--- src/rtl/sonar_scheduler.sv ---
// Round-robin ultrasonic ping scheduler: triggers one sensor at a time, times its echo
// in microseconds, converts the width to centimetres and hands results over valid/ready.
module sonar_scheduler #(
  parameter int CLK_FREQ     = 125_000_000,
  parameter int N_SENSORS    = 4,
  parameter int TRIG_US      = 10,
  parameter int ECHO_WAIT_US = 30_000,
  parameter int ECHO_MAX_US  = 25_000,
  parameter int HOLDOFF_US   = 60_000,
  parameter int CM_W         = 9,
  localparam int ID_W        = (N_SENSORS > 1) ? $clog2(N_SENSORS) : 1
) (
  input  logic                 clk,
  input  logic                 rst,
  input  logic                 enable,
  input  logic [N_SENSORS-1:0] sensor_mask,
  input  logic [N_SENSORS-1:0] echo,
  output logic [N_SENSORS-1:0] trig,
  output logic                 result_valid,
  input  logic                 result_ready,
  output logic [ID_W-1:0]      result_id,
  output logic [CM_W-1:0]      result_cm,
  output logic                 result_timeout,
  output logic                 busy
);

  localparam int TICK_DIV = CLK_FREQ / 1_000_000;
  localparam int PS_W     = (TICK_DIV > 1) ? $clog2(TICK_DIV) : 1;
  localparam int US_A     = (TRIG_US > HOLDOFF_US) ? TRIG_US : HOLDOFF_US;
  localparam int US_B     = (ECHO_WAIT_US > ECHO_MAX_US) ? ECHO_WAIT_US : ECHO_MAX_US;
  localparam int US_MAX   = (US_A > US_B) ? US_A : US_B;
  localparam int US_W     = $clog2(US_MAX + 1);

  typedef enum logic [2:0] {IDLE, TRIG, WAIT_RISE, MEASURE, RESULT, HOLDOFF} state_t;

  state_t              state, state_nxt;
  logic [ID_W-1:0]     id, last, pick, cand;
  logic                pick_ok;
  logic [N_SENSORS-1:0] echo_meta, echo_sync, echo_sync_d;
  logic [PS_W-1:0]     presc;
  logic [US_W-1:0]     us_cnt;
  logic [5:0]          sub_cnt, sub_nxt;
  logic [CM_W-1:0]     cm_cnt, cm_nxt;
  logic                tick, rise, fall;

  function automatic logic [CM_W-1:0] cm_sat_inc(input logic [CM_W-1:0] cm);
    return (cm == {CM_W{1'b1}}) ? cm : cm + 1'b1;
  endfunction

  assign tick = (presc == PS_W'(TICK_DIV - 1));
  assign rise = echo_sync[id] & ~echo_sync_d[id];
  assign fall = ~echo_sync[id] & echo_sync_d[id];

  // Next enabled sensor after the last one served, searched circularly.
  always_comb begin
    pick    = '0;
    pick_ok = 1'b0;
    cand    = '0;
    for (int k = 1; k <= N_SENSORS; k++) begin
      cand = ID_W'((int'(last) + k) % N_SENSORS);
      if (!pick_ok && sensor_mask[cand]) begin
        pick    = cand;
        pick_ok = 1'b1;
      end
    end
  end

  // 58 us of echo per centimetre; the tick of the current cycle is included so a
  // falling edge on a tick boundary still counts that final microsecond.
  always_comb begin
    sub_nxt = sub_cnt;
    cm_nxt  = cm_cnt;
    if (tick) begin
      if (sub_cnt == 6'd57) begin
        sub_nxt = '0;
        cm_nxt  = cm_sat_inc(cm_cnt);
      end else begin
        sub_nxt = sub_cnt + 6'd1;
      end
    end
  end

  always_comb begin
    state_nxt = state;
    case (state)
      IDLE:      if (enable && pick_ok) state_nxt = TRIG;
      TRIG:      if (tick && us_cnt == US_W'(TRIG_US - 1)) state_nxt = WAIT_RISE;
      WAIT_RISE: if (rise) state_nxt = MEASURE;
                 else if (tick && us_cnt == US_W'(ECHO_WAIT_US - 1)) state_nxt = RESULT;
      MEASURE:   if (fall || (tick && us_cnt == US_W'(ECHO_MAX_US - 1))) state_nxt = RESULT;
      RESULT:    if (result_ready) state_nxt = HOLDOFF;
      HOLDOFF:   if (tick && us_cnt == US_W'(HOLDOFF_US - 1)) state_nxt = IDLE;
      default:   state_nxt = IDLE;
    endcase
  end

  always_ff @(posedge clk or negedge rst) begin
    if (!rst) begin
      state          <= IDLE;
      id             <= '0;
      last           <= ID_W'(N_SENSORS - 1);
      echo_meta      <= '0;
      echo_sync      <= '0;
      echo_sync_d    <= '0;
      presc          <= '0;
      us_cnt         <= '0;
      sub_cnt        <= '0;
      cm_cnt         <= '0;
      result_cm      <= '0;
      result_timeout <= 1'b0;
    end else begin
      state       <= state_nxt;
      echo_meta   <= echo;
      echo_sync   <= echo_meta;
      echo_sync_d <= echo_sync;
      // Prescaler restarts on every state entry so durations are whole microseconds.
      if (state_nxt != state) begin
        presc  <= '0;
        us_cnt <= '0;
      end else if (tick) begin
        presc  <= '0;
        us_cnt <= us_cnt + 1'b1;
      end else begin
        presc  <= presc + 1'b1;
      end
      case (state)
        IDLE: if (state_nxt == TRIG) id <= pick;
        WAIT_RISE: begin
          sub_cnt <= '0;
          cm_cnt  <= '0;
          if (state_nxt == RESULT) begin
            result_cm      <= '1;
            result_timeout <= 1'b1;
          end
        end
        MEASURE: begin
          sub_cnt <= sub_nxt;
          cm_cnt  <= cm_nxt;
          if (state_nxt == RESULT) begin
            result_cm      <= fall ? cm_nxt : '1;
            result_timeout <= ~fall;
          end
        end
        HOLDOFF: if (state_nxt == IDLE) last <= id;
        default: ;
      endcase
    end
  end

  assign trig         = (state == TRIG) ? (N_SENSORS'(1) << id) : '0;
  assign result_valid = (state == RESULT);
  assign result_id    = id;
  assign busy         = (state != IDLE);

endmodule

--- config.mk ---
export PLATFORM = sky130hd
export DESIGN_NAME = sonar_scheduler
export DESIGN_NICKNAME = d
export VERILOG_FILES = /design/src/rtl/sonar_scheduler.sv
export SDC_FILE = /design/constraint.sdc
export NUM_CORES = 1
export LEC_CHECK = 0
export CORE_MARGIN = 1
export CORE_UTILIZATION = 44
export DETAILED_ROUTE_END_ITERATION = 8
export GPL_TIMING_DRIVEN = 1
export PLACE_DENSITY = 0.66
export SLEW_MARGIN = 30
export SYNTH_ARGS = -nofsm -noshare
export SYNTH_HDL_FRONTEND = slang
export SYNTH_SLANG_ARGS = --single-unit
--- constraint.sdc ---
create_clock -name clk -period 2.5 [get_ports clk]
set_clock_uncertainty 0.05 [all_clocks]
set_input_delay 0.5 -clock clk [delete_from_list [all_inputs] [get_ports clk]]
set_output_delay 0.5 -clock clk [all_outputs]
set_load 0.1 [all_outputs]
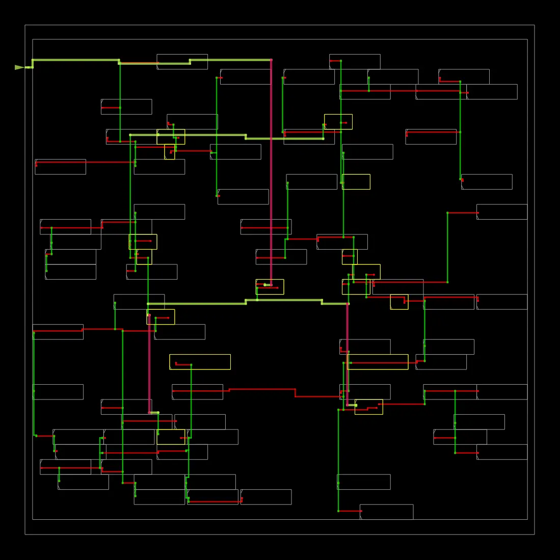
Run 1: clock nets
flop count: 67
CTS Buf Count: 9
CLK BUF: 10
Skew-Pair Late Insertion Delay: 0.35 ns
Clk. pwr: 1.03 mW

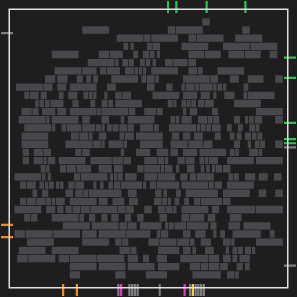
Run 1: pin placement
(3 px per um) Pins as bars across the die edge, other pins in gray.
color	port	pins	direction	edge
green	result_cm	9	output	5 east, 4 north
yellow	enable	1	input	south
orange	echo	4	input	2 south, 2 west
magenta	result_id	2	output	south

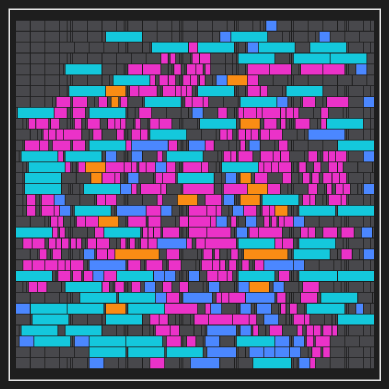
Run 1: placement by cell class
(4 px per um) Fill, decap, tap and diode cells in gray.
color	class	cells	share of their area
cyan	registers	67	37%
magenta	remaining logic cells	283	42%
orange	clock drivers and dummy loads	16	5.0%
blue	remaining buffers and delay cells	70	16%

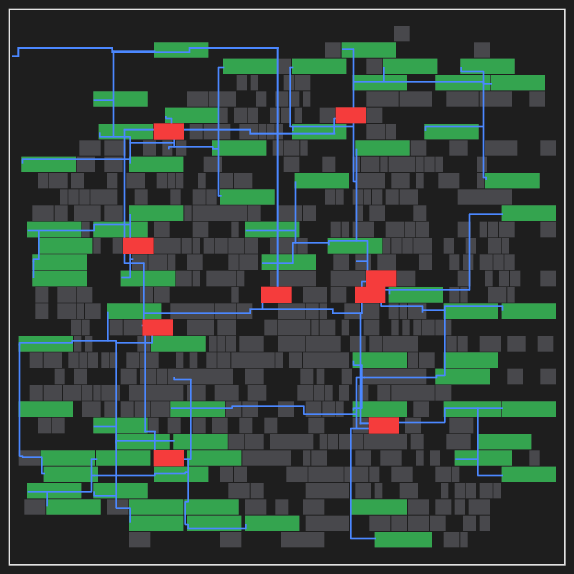
Run 1: clock distribution
(6 px per um)
[red] clock-net drivers | count: 9
[green] flip-flops | count: 67
[blue] clock wires | length: 969 um
flops lie	spread over the die
routed clock nets	10

==> results.toml, run 1 <==
# yosys + openroad results
[status]
status = "finished with violations"
failed_checks = "negative setup slack"

[final_layout]
drive_gt1_share_pct = 29.8
sh_seq_area_pct = 36.1
clockNetworkAreaShare_pct = 4.86
mostFrequentLayoutCells = "dfrtp_1 (63), buf_4 (47), nand2_1 (33)"
insertedDiodeCount = 0
sh_comb_area_pct = 40.1

[synth]
top_area_share_pct = 45.3
ys_sh_aoi_pct = 13.8
xor_share_pct = 5.36
ys_sh_adder_pct = 2.44
synth-simple-area-share_pct = 25.5

[timing]
finalWorstSetupSlack_ns = -0.0100
tightestPinTransition_ns = 0.493
finalSetupViolCount = 6
finalCritPeriodShare_pct = 100
fmax_ghz = 0.398
fin_crit_ns = 2.51
slew_headroom_pct = 67.1

[global_routing]
grt_pass1_wl_um = 13900
use_met1_pct = 27.2
use_met2_pct = 34.9

[setup_path]
crit_start = "us_cnt[1]$_DFFE_PN0P_"
cp-end-kind = "flop"
path_class = "flop to flop"
regToRegEndpoint = "us_cnt[1]$_DFFE_PN0P_"

[floorplan]
die_width_um = 92.4
initial_core_util_pct = 46.0
die-area_sq_um = 8530
core_area_sq_um = 7810

[routing]
drc = 0
avgViaCountPerCell = 5.48
first_pass_iters = 4
top_layer_used = "met4"
antenna_left = 0

[power]
p_per_area_nw_per_um2 = 496
switching_share_pct = 24.2
internal_power_mw = 1.75
seq_power_mw = 1.11
p_total_mw = 2.31
vdd_drop_max_mv = 0.343

[clock_network]
cts_tree = "yes"

[placement]
finalWeightedCongestion = 0.858
Run 1, metal 2:
(4 px per um)
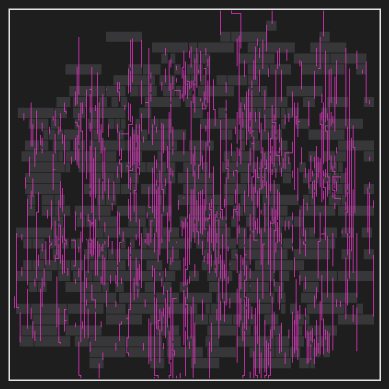

--- run 2 (diff from run 1) ---
Settings changed: CORE_MARGIN 1 to 2.
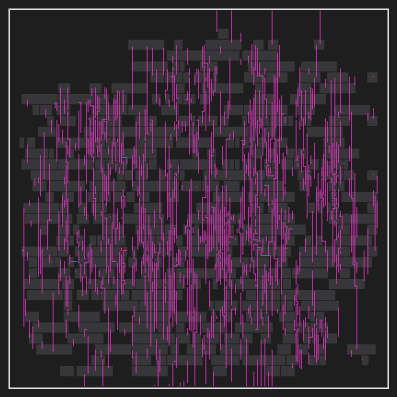
Run 2: metal 2
(4 px per um)
nets with wire on the layer	383
longest straight run	29.6 um

==> results.toml, run 2 <==
# yosys + openroad results
[timing]
finalSetupViolCount = 24
fmax_ghz = 0.387
slew_headroom_pct = 68.0
tightestPinTransition_ns = 0.478
fin_crit_ns = 2.58
finalCritPeriodShare_pct = 103
finalWorstSetupSlack_ns = -0.0824

[synth]
ys_sh_aoi_pct = 13.8
ys_sh_adder_pct = 2.44
xor_share_pct = 5.36
top_area_share_pct = 45.3
syn_area_per_cell_sq_um = 9.90
synth-simple-area-share_pct = 25.5

[setup_path]
crit_start = "us_cnt[15]$_DFFE_PN0P_"
path_class = "flop to flop"
worst-path-stages = 8
cp-end-kind = "flop"

[power]
pwr-share-clk_pct = 43.3
seq_power_mw = 1.11
p_total_mw = 2.27
p_per_area_nw_per_um2 = 487
vdd_drop_max_mv = 0.298
switching_share_pct = 24.2

[routing]
antenna_left = 0
drc = 0
top_layer_used = "met4"
avgViaCountPerCell = 5.41

[final_layout]
sh_comb_area_pct = 40.1
sh_seq_area_pct = 36.0
drive_gt1_share_pct = 30.0
mostFrequentLayoutCells = "dfrtp_1 (63), buf_4 (46), nand2_1 (33)"
regArea_sq_um = 1680
insertedDiodeCount = 0

[placement]
finalWeightedCongestion = 0.856

[floorplan]
die_width_um = 94.4
num_rows = 32
die-area_sq_um = 8900
core_area_sq_um = 7810

[global_routing]
use_met1_pct = 27.3
grt_util_all_layers_pct = 19.8
use_met2_pct = 31.6
grt_pass1_wl_um = 13900

[status]
failed_checks = "negative setup slack"
status = "finished with violations"

[clock_network]
clk_latency_ns = 0.35
cts_hold_buf = 0
cts_tree = "yes"
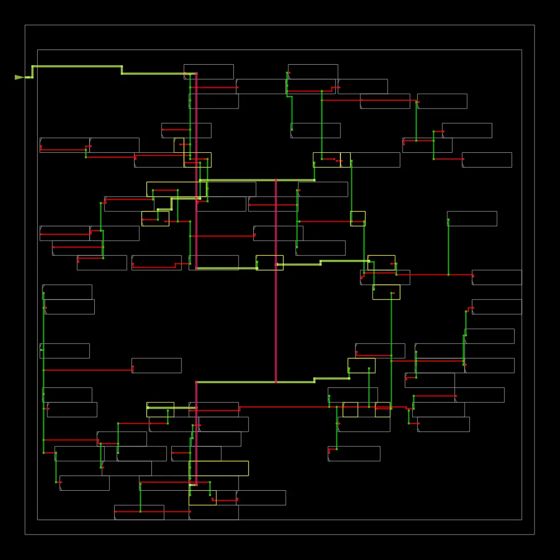
Run 2: clock nets
Clock Sinks: 67
Clk. pwr: 0.985 mW
CLK BUF: 9

Power figures rest on the tool's default switching activity, not on a simulated workload.
